File: config.mk
export PLATFORM = sky130hd
export DESIGN_NAME = block_uart_streamer_flat
export DESIGN_NICKNAME = d
export VERILOG_FILES = /design/src/rtl/block_uart_streamer_pkg.sv /design/src/rtl/block_uart_streamer_if.sv /design/src/rtl/block_uart_streamer_tx.sv /design/src/rtl/block_uart_streamer.sv /design/src/flat_wrapper.sv
export SDC_FILE = /design/constraint.sdc
export NUM_CORES = 1
export LEC_CHECK = 0
export ABC_AREA = 1
export CORE_MARGIN = 2
export CORE_UTILIZATION = 59
export DETAILED_ROUTE_END_ITERATION = 6
export PLACE_DENSITY = 0.91
export SLEW_MARGIN = 15
export SYNTH_ARGS = -nofsm -noshare
export SYNTH_HDL_FRONTEND = slang
export SYNTH_SLANG_ARGS = --single-unit
File: constraint.sdc
create_clock -name clk_96MHz -period 2.1 [get_ports clk_96MHz]
set_input_delay 0.315 -clock clk_96MHz [delete_from_list [all_inputs] [get_ports clk_96MHz]]
set_output_delay 0.315 -clock clk_96MHz [all_outputs]
set_load 0.03 [all_outputs]
File: src/rtl/block_uart_streamer_pkg.sv
// Shared constants, types and state encoding for the decoded-block UART streamer.
package block_uart_streamer_pkg;

    localparam logic [7:0] SYNC_BYTE       = 8'hA5;
    localparam int         TS_W            = 24;
    localparam int         DATA_W          = 17;
    localparam int         BLOCK_W         = TS_W + DATA_W;
    localparam int         BYTES_PER_BLOCK = 6;
    localparam int         WORD_W          = 8 * BYTES_PER_BLOCK;

    typedef struct packed {
        logic [TS_W-1:0]   ts;
        logic [DATA_W-1:0] data;
    } block_t;

    typedef enum logic [2:0] {
        ST_IDLE,
        ST_HDR,
        ST_FETCH,
        ST_SEND,
        ST_TRAIL,
        ST_GAP
    } state_t;

    // A block goes on the wire zero-extended to a whole number of bytes.
    function automatic logic [WORD_W-1:0] block_to_word(input block_t b);
        return {{(WORD_W - BLOCK_W){1'b0}}, b};
    endfunction

endpackage

File: src/rtl/block_uart_streamer_if.sv
// Decoded-block RAM read port: the streamer is master (drives the index), the RAM is slave.
interface block_uart_streamer_if;
    import block_uart_streamer_pkg::*;

    logic [7:0] avl_blocks_nb;
    block_t     block_wanted;
    logic       data_ready;
    logic [7:0] block_wanted_number;

    modport master (
        input  avl_blocks_nb,
        input  block_wanted,
        input  data_ready,
        output block_wanted_number
    );

    modport slave (
        output avl_blocks_nb,
        output block_wanted,
        output data_ready,
        input  block_wanted_number
    );

endinterface

File: src/rtl/block_uart_streamer_tx.sv
// UART 8N1 byte transmitter; ready rises on the last stop-bit cycle so bytes chain with no idle.
module uart_tx_byte #(
    parameter int CLKS_PER_BIT = 833
) (
    input  logic       clk_96MHz,
    input  logic       rst_n,
    input  logic [7:0] byte_data,
    input  logic       byte_valid,
    output logic       byte_ready,
    output logic       tx
);

    localparam int CW = $clog2(CLKS_PER_BIT);

    logic [CW-1:0] clk_cnt;
    logic [3:0]    bit_idx;
    logic [8:0]    shreg;
    logic          active;
    logic          bit_end;

    assign bit_end    = (clk_cnt == CW'(CLKS_PER_BIT - 1));
    assign byte_ready = !active || (bit_end && bit_idx == 4'd9);

    // bit_idx: 0 = start, 1..8 = data LSB first, 9 = stop
    always_ff @(posedge clk_96MHz or negedge rst_n) begin
        if (!rst_n) begin
            clk_cnt <= '0;
            bit_idx <= '0;
            shreg   <= '1;
            active  <= 1'b0;
            tx      <= 1'b1;
        end else if (byte_valid && byte_ready) begin
            tx      <= 1'b0;
            shreg   <= {1'b1, byte_data};
            bit_idx <= '0;
            clk_cnt <= '0;
            active  <= 1'b1;
        end else if (active) begin
            if (bit_end) begin
                clk_cnt <= '0;
                if (bit_idx == 4'd9) begin
                    active <= 1'b0;
                    tx     <= 1'b1;
                end else begin
                    tx      <= shreg[0];
                    shreg   <= {1'b1, shreg[8:1]};
                    bit_idx <= bit_idx + 4'd1;
                end
            end else begin
                clk_cnt <= clk_cnt + CW'(1);
            end
        end
    end

endmodule

File: src/rtl/block_uart_streamer.sv
// Reads N decoded blocks from the RAM and frames them onto a UART line: A5, N, 6 bytes/block.
// Define STREAMER_CHECKSUM_EN to append an XOR checksum byte of everything after the sync byte.
module block_uart_streamer
    import block_uart_streamer_pkg::*;
#(
    parameter int CLKS_PER_BIT  = 833,
    parameter int FETCH_TIMEOUT = 255,
    parameter int GAP_CYCLES    = 9600
) (
    input  logic                         clk_96MHz,
    input  logic                         rst_n,
    block_uart_streamer_if.master        ram,
    output logic                         uart_tx,
    output logic                         busy,
    output logic                         frame_done
);

`ifdef STREAMER_CHECKSUM_EN
    localparam logic [2:0] TRAIL_CNT0 = 3'd0;
`else
    localparam logic [2:0] TRAIL_CNT0 = 3'd1;
`endif

    state_t            state;
    logic [7:0]        n_lat;
    logic [7:0]        idx;
    logic [2:0]        byte_cnt;
    logic [15:0]       cnt;
    logic [WORD_W-1:0] word;
    logic [7:0]        tx_data;
    logic              tx_valid;
    logic              tx_ready;
    logic              tx_fire;
    logic [7:0]        csum;

    always_comb begin
        tx_valid = 1'b0;
        tx_data  = 8'h00;
        case (state)
            ST_HDR: begin
                tx_valid = 1'b1;
                tx_data  = (byte_cnt == 3'd0) ? SYNC_BYTE : n_lat;
            end
            ST_SEND: begin
                tx_valid = 1'b1;
                tx_data  = word[WORD_W-1 -: 8];
            end
            ST_TRAIL: begin
                tx_valid = (byte_cnt == 3'd0);
                tx_data  = csum;
            end
            default: ;
        endcase
    end

    assign tx_fire = tx_valid && tx_ready;

`ifdef STREAMER_CHECKSUM_EN
    always_ff @(posedge clk_96MHz or negedge rst_n) begin
        if (!rst_n)
            csum <= 8'h00;
        else if (state == ST_IDLE)
            csum <= 8'h00;
        else if (tx_fire && state != ST_TRAIL && !(state == ST_HDR && byte_cnt == 3'd0))
            csum <= csum ^ tx_data;
    end
`else
    assign csum = 8'h00;
`endif

    always_ff @(posedge clk_96MHz or negedge rst_n) begin
        if (!rst_n) begin
            state                   <= ST_IDLE;
            n_lat                   <= '0;
            idx                     <= '0;
            byte_cnt                <= '0;
            cnt                     <= '0;
            word                    <= '0;
            busy                    <= 1'b0;
            frame_done              <= 1'b0;
            ram.block_wanted_number <= '0;
        end else begin
            frame_done <= 1'b0;
            case (state)
                ST_IDLE: if (ram.avl_blocks_nb != 8'd0) begin
                    n_lat    <= ram.avl_blocks_nb;
                    idx      <= '0;
                    byte_cnt <= '0;
                    busy     <= 1'b1;
                    state    <= ST_HDR;
                end
                ST_HDR: if (tx_fire) begin
                    if (byte_cnt == 3'd1) begin
                        cnt                     <= '0;
                        ram.block_wanted_number <= idx;
                        state                   <= ST_FETCH;
                    end
                    byte_cnt <= byte_cnt + 3'd1;
                end
                // The cycle the index changes is skipped: data_ready may still refer to the old index.
                ST_FETCH: begin
                    cnt <= cnt + 16'd1;
                    if (cnt != 16'd0 && ram.data_ready) begin
                        word     <= block_to_word(ram.block_wanted);
                        byte_cnt <= '0;
                        state    <= ST_SEND;
                    end else if (cnt == 16'(FETCH_TIMEOUT)) begin
                        word     <= '1;
                        byte_cnt <= '0;
                        state    <= ST_SEND;
                    end
                end
                ST_SEND: if (tx_fire) begin
                    word <= {word[WORD_W-9:0], 8'h00};
                    if (byte_cnt == 3'(BYTES_PER_BLOCK - 1)) begin
                        idx <= idx + 8'd1;
                        cnt <= '0;
                        if (8'(idx + 8'd1) == n_lat) begin
                            byte_cnt <= TRAIL_CNT0;
                            state    <= ST_TRAIL;
                        end else begin
                            byte_cnt                <= '0;
                            ram.block_wanted_number <= idx + 8'd1;
                            state                   <= ST_FETCH;
                        end
                    end else begin
                        byte_cnt <= byte_cnt + 3'd1;
                    end
                end
                // Frame ends once the transmitter reaches its final stop-bit cycle.
                ST_TRAIL: begin
                    if (tx_fire) begin
                        byte_cnt <= 3'd1;
                    end else if (byte_cnt == 3'd1 && tx_ready) begin
                        frame_done <= 1'b1;
                        cnt        <= '0;
                        state      <= ST_GAP;
                    end
                end
                ST_GAP: begin
                    if (cnt == 16'(GAP_CYCLES - 1)) begin
                        busy                    <= 1'b0;
                        ram.block_wanted_number <= '0;
                        state                   <= ST_IDLE;
                    end else begin
                        cnt <= cnt + 16'd1;
                    end
                end
                default: state <= ST_IDLE;
            endcase
        end
    end

    uart_tx_byte #(
        .CLKS_PER_BIT (CLKS_PER_BIT)
    ) u_tx (
        .clk_96MHz  (clk_96MHz),
        .rst_n      (rst_n),
        .byte_data  (tx_data),
        .byte_valid (tx_valid),
        .byte_ready (tx_ready),
        .tx         (uart_tx)
    );

endmodule
File: src/flat_wrapper.sv
// flat-port wrapper written by rule: the top's interface ports become plain ports
module block_uart_streamer_flat import block_uart_streamer_pkg::*;
#(
    parameter int CLKS_PER_BIT  = 833,
    parameter int FETCH_TIMEOUT = 255,
    parameter int GAP_CYCLES    = 9600
)
  (clk_96MHz, rst_n, uart_tx, busy, frame_done, ram_avl_blocks_nb, ram_block_wanted, ram_data_ready, ram_block_wanted_number);
  block_uart_streamer_if ram_i ();
  input  logic clk_96MHz;
  input  logic rst_n;
  output logic uart_tx;
  output logic busy;
  output logic frame_done;
  input wire logic [$bits(ram_i.avl_blocks_nb)-1:0] ram_avl_blocks_nb;
  input wire logic [$bits(ram_i.block_wanted)-1:0] ram_block_wanted;
  input wire logic [$bits(ram_i.data_ready)-1:0] ram_data_ready;
  output wire logic [$bits(ram_i.block_wanted_number)-1:0] ram_block_wanted_number;
  assign ram_i.avl_blocks_nb = ram_avl_blocks_nb;
  assign ram_i.block_wanted = ram_block_wanted;
  assign ram_i.data_ready = ram_data_ready;
  assign ram_block_wanted_number = ram_i.block_wanted_number;
  block_uart_streamer #(.CLKS_PER_BIT(CLKS_PER_BIT), .FETCH_TIMEOUT(FETCH_TIMEOUT), .GAP_CYCLES(GAP_CYCLES)) u_core (.clk_96MHz(clk_96MHz), .rst_n(rst_n), .ram(ram_i), .uart_tx(uart_tx), .busy(busy), .frame_done(frame_done));
endmodule
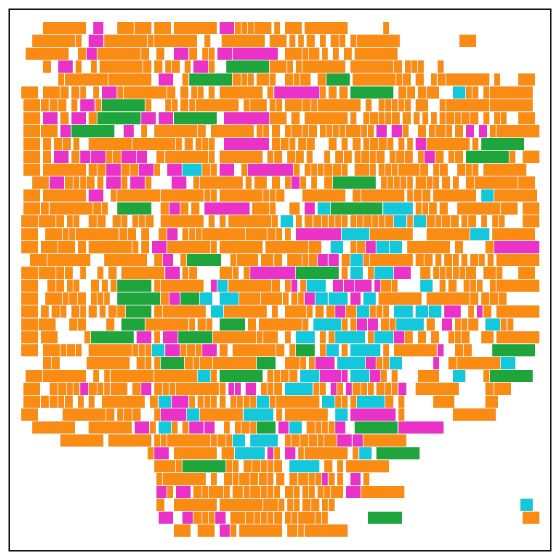
run_1/drive_strength.png
orange -> drive 1 or less  # cells 827, share 80%
green -> drive 6 and up  # cells 34, share 3.3%
cyan -> drive 3 to 4  # cells 61, share 5.9%
magenta -> drive 2  # cells 115, share 11%

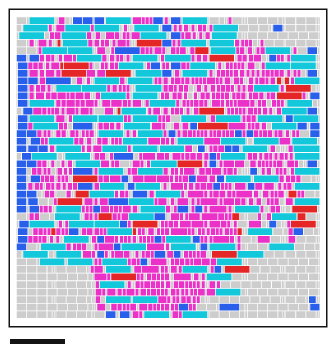
run_1/cell_classes.png
The bar under the picture is 20 um long. Fill, decap, tap and diode cells in gray.
magenta -> all other logic  # cells 779, share of their area 46%
cyan -> flip-flops  # cells 120, share of their area 35%
blue -> other buffers and delay cells  # cells 106, share of their area 12%
red -> clock drivers and dummy loads  # cells 32, share of their area 6.4%

==> flow_summary.yaml, run 1 <==
# yosys + openroad results
cells_and_area:
  flop-count: 120
  buffers: 106
  nFillCells: 795
  lay_top_count: "nand2_1"
  final_area_sq_mm: 0.008864
  final_util_pct: 74.41
timing:
  setup_viol: 6
  setup_slack_ns: -0.03247
  max_freq_ghz: 0.4689
synthesis:
  ys_sh_mux_pct: 0.1403
  synthXorXnorAreaFrac_pct: 0.9823
  synthArstFlopShare_pct: 100.0
  simple_gate_area_share_pct: 28.33
  adder_share_pct: 1.754
  yosys.area.top_type: "dfrtp_1"
  synth_seq_share_pct: 42.26
clocking:
  postCtsHoldBufs: 1
  postCtsSetupBuffers: 1
  cts.htree.levels: 4
global_route:
  grt_pass1_vias: 6377
  met1_usage_pct: 35.61
  grt_use_total_pct: 28.72
status:
  status: "finished, violations left"
  violations: "design-rule violations, negative setup slack"
routing:
  drcViolationCount: 1
  met2WireLength_um: 9819
die:
  std_cell_rows: 40
setup_path:
  crit_slowest_cell: "dfrtp_1"
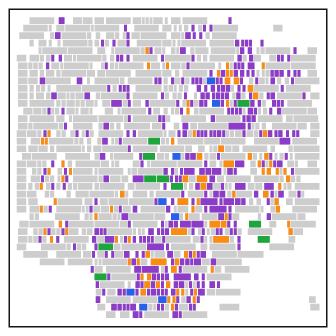
run_1/gate_families.png
purple -> NAND gates  # cells 351, most used nand2_1
green -> adder and majority cells  # cells 10, most used ha_1
blue -> XOR/XNOR gates  # cells 8, most used xor2_1
orange -> NOR gates  # cells 90, most used nor2_1, where widely spread

## Run 2: what changed since run 1
Settings changed: GPL_ROUTABILITY_DRIVEN set to 0, GPL_TIMING_DRIVEN set to 0.
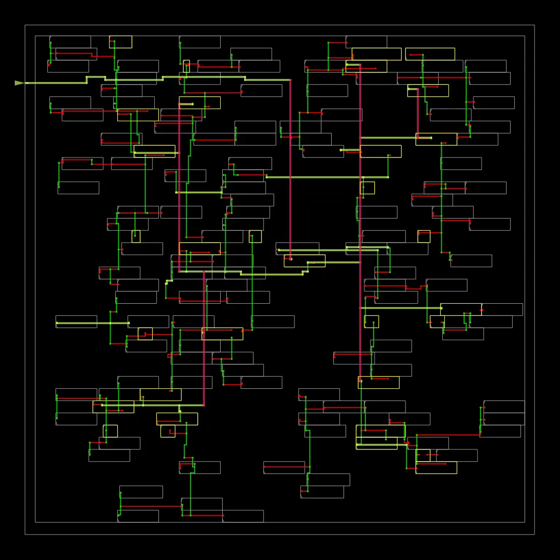
run_2/final_clocks.png
Insertion Delay late pin: 0.43 ns
Final Skew: 0.01182 ns

==> run 2 against run 1 <==
Power up 4.2%. Register-to-register slack better by 0.03 ns. Via count is 0.76% higher. Global-route usage is 0.34 points lower. The flow finishes with violations (negative setup slack). Largest power group unchanged. Sequential cell count did not move. Clock skew about the same. Die size did not move. Combinational power rose by 3%. Non-clock buffer count increased by 17.
==> flow_summary.yaml, run 2 <==
# yosys + openroad results
clocking:
  numCtsBuffers: 17
  cts.htree.levels: 4
  postCtsSetupBuffers: 4
synthesis:
  simple_gate_area_share_pct: 28.33
  synthXorXnorAreaFrac_pct: 0.9823
  synth_seq_share_pct: 42.26
  yosys.area.top_type: "dfrtp_1"
  adder_share_pct: 1.754
  synthArstFlopShare_pct: 100.0
cells_and_area:
  flop-count: 120
  final_area_sq_mm: 0.009002
  final_util_pct: 75.58
  nFillCells: 788
  buffers: 123
global_route:
  grt_use_total_pct: 28.38
  met1_usage_pct: 36.65
  grt_pass1_vias: 6296
routing:
  met2WireLength_um: 9617
  drcViolationCount: 0
status:
  violations: "negative setup slack"
  status: "finished, violations left"
timing:
  setup_slack_ns: -0.0006783
  setup_viol: 1
  hold_violations: 0
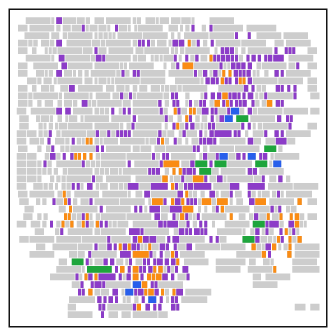
run_2/gate_families.png
green -> adder and majority cells  # cells 10, most used ha_1
blue -> XOR/XNOR gates  # cells 8, most used xor2_1
purple -> NAND gates  # cells 348, most used nand2_1
orange -> NOR gates  # cells 91, most used nor2_1

Power is estimated from default activity; no workload was simulated.
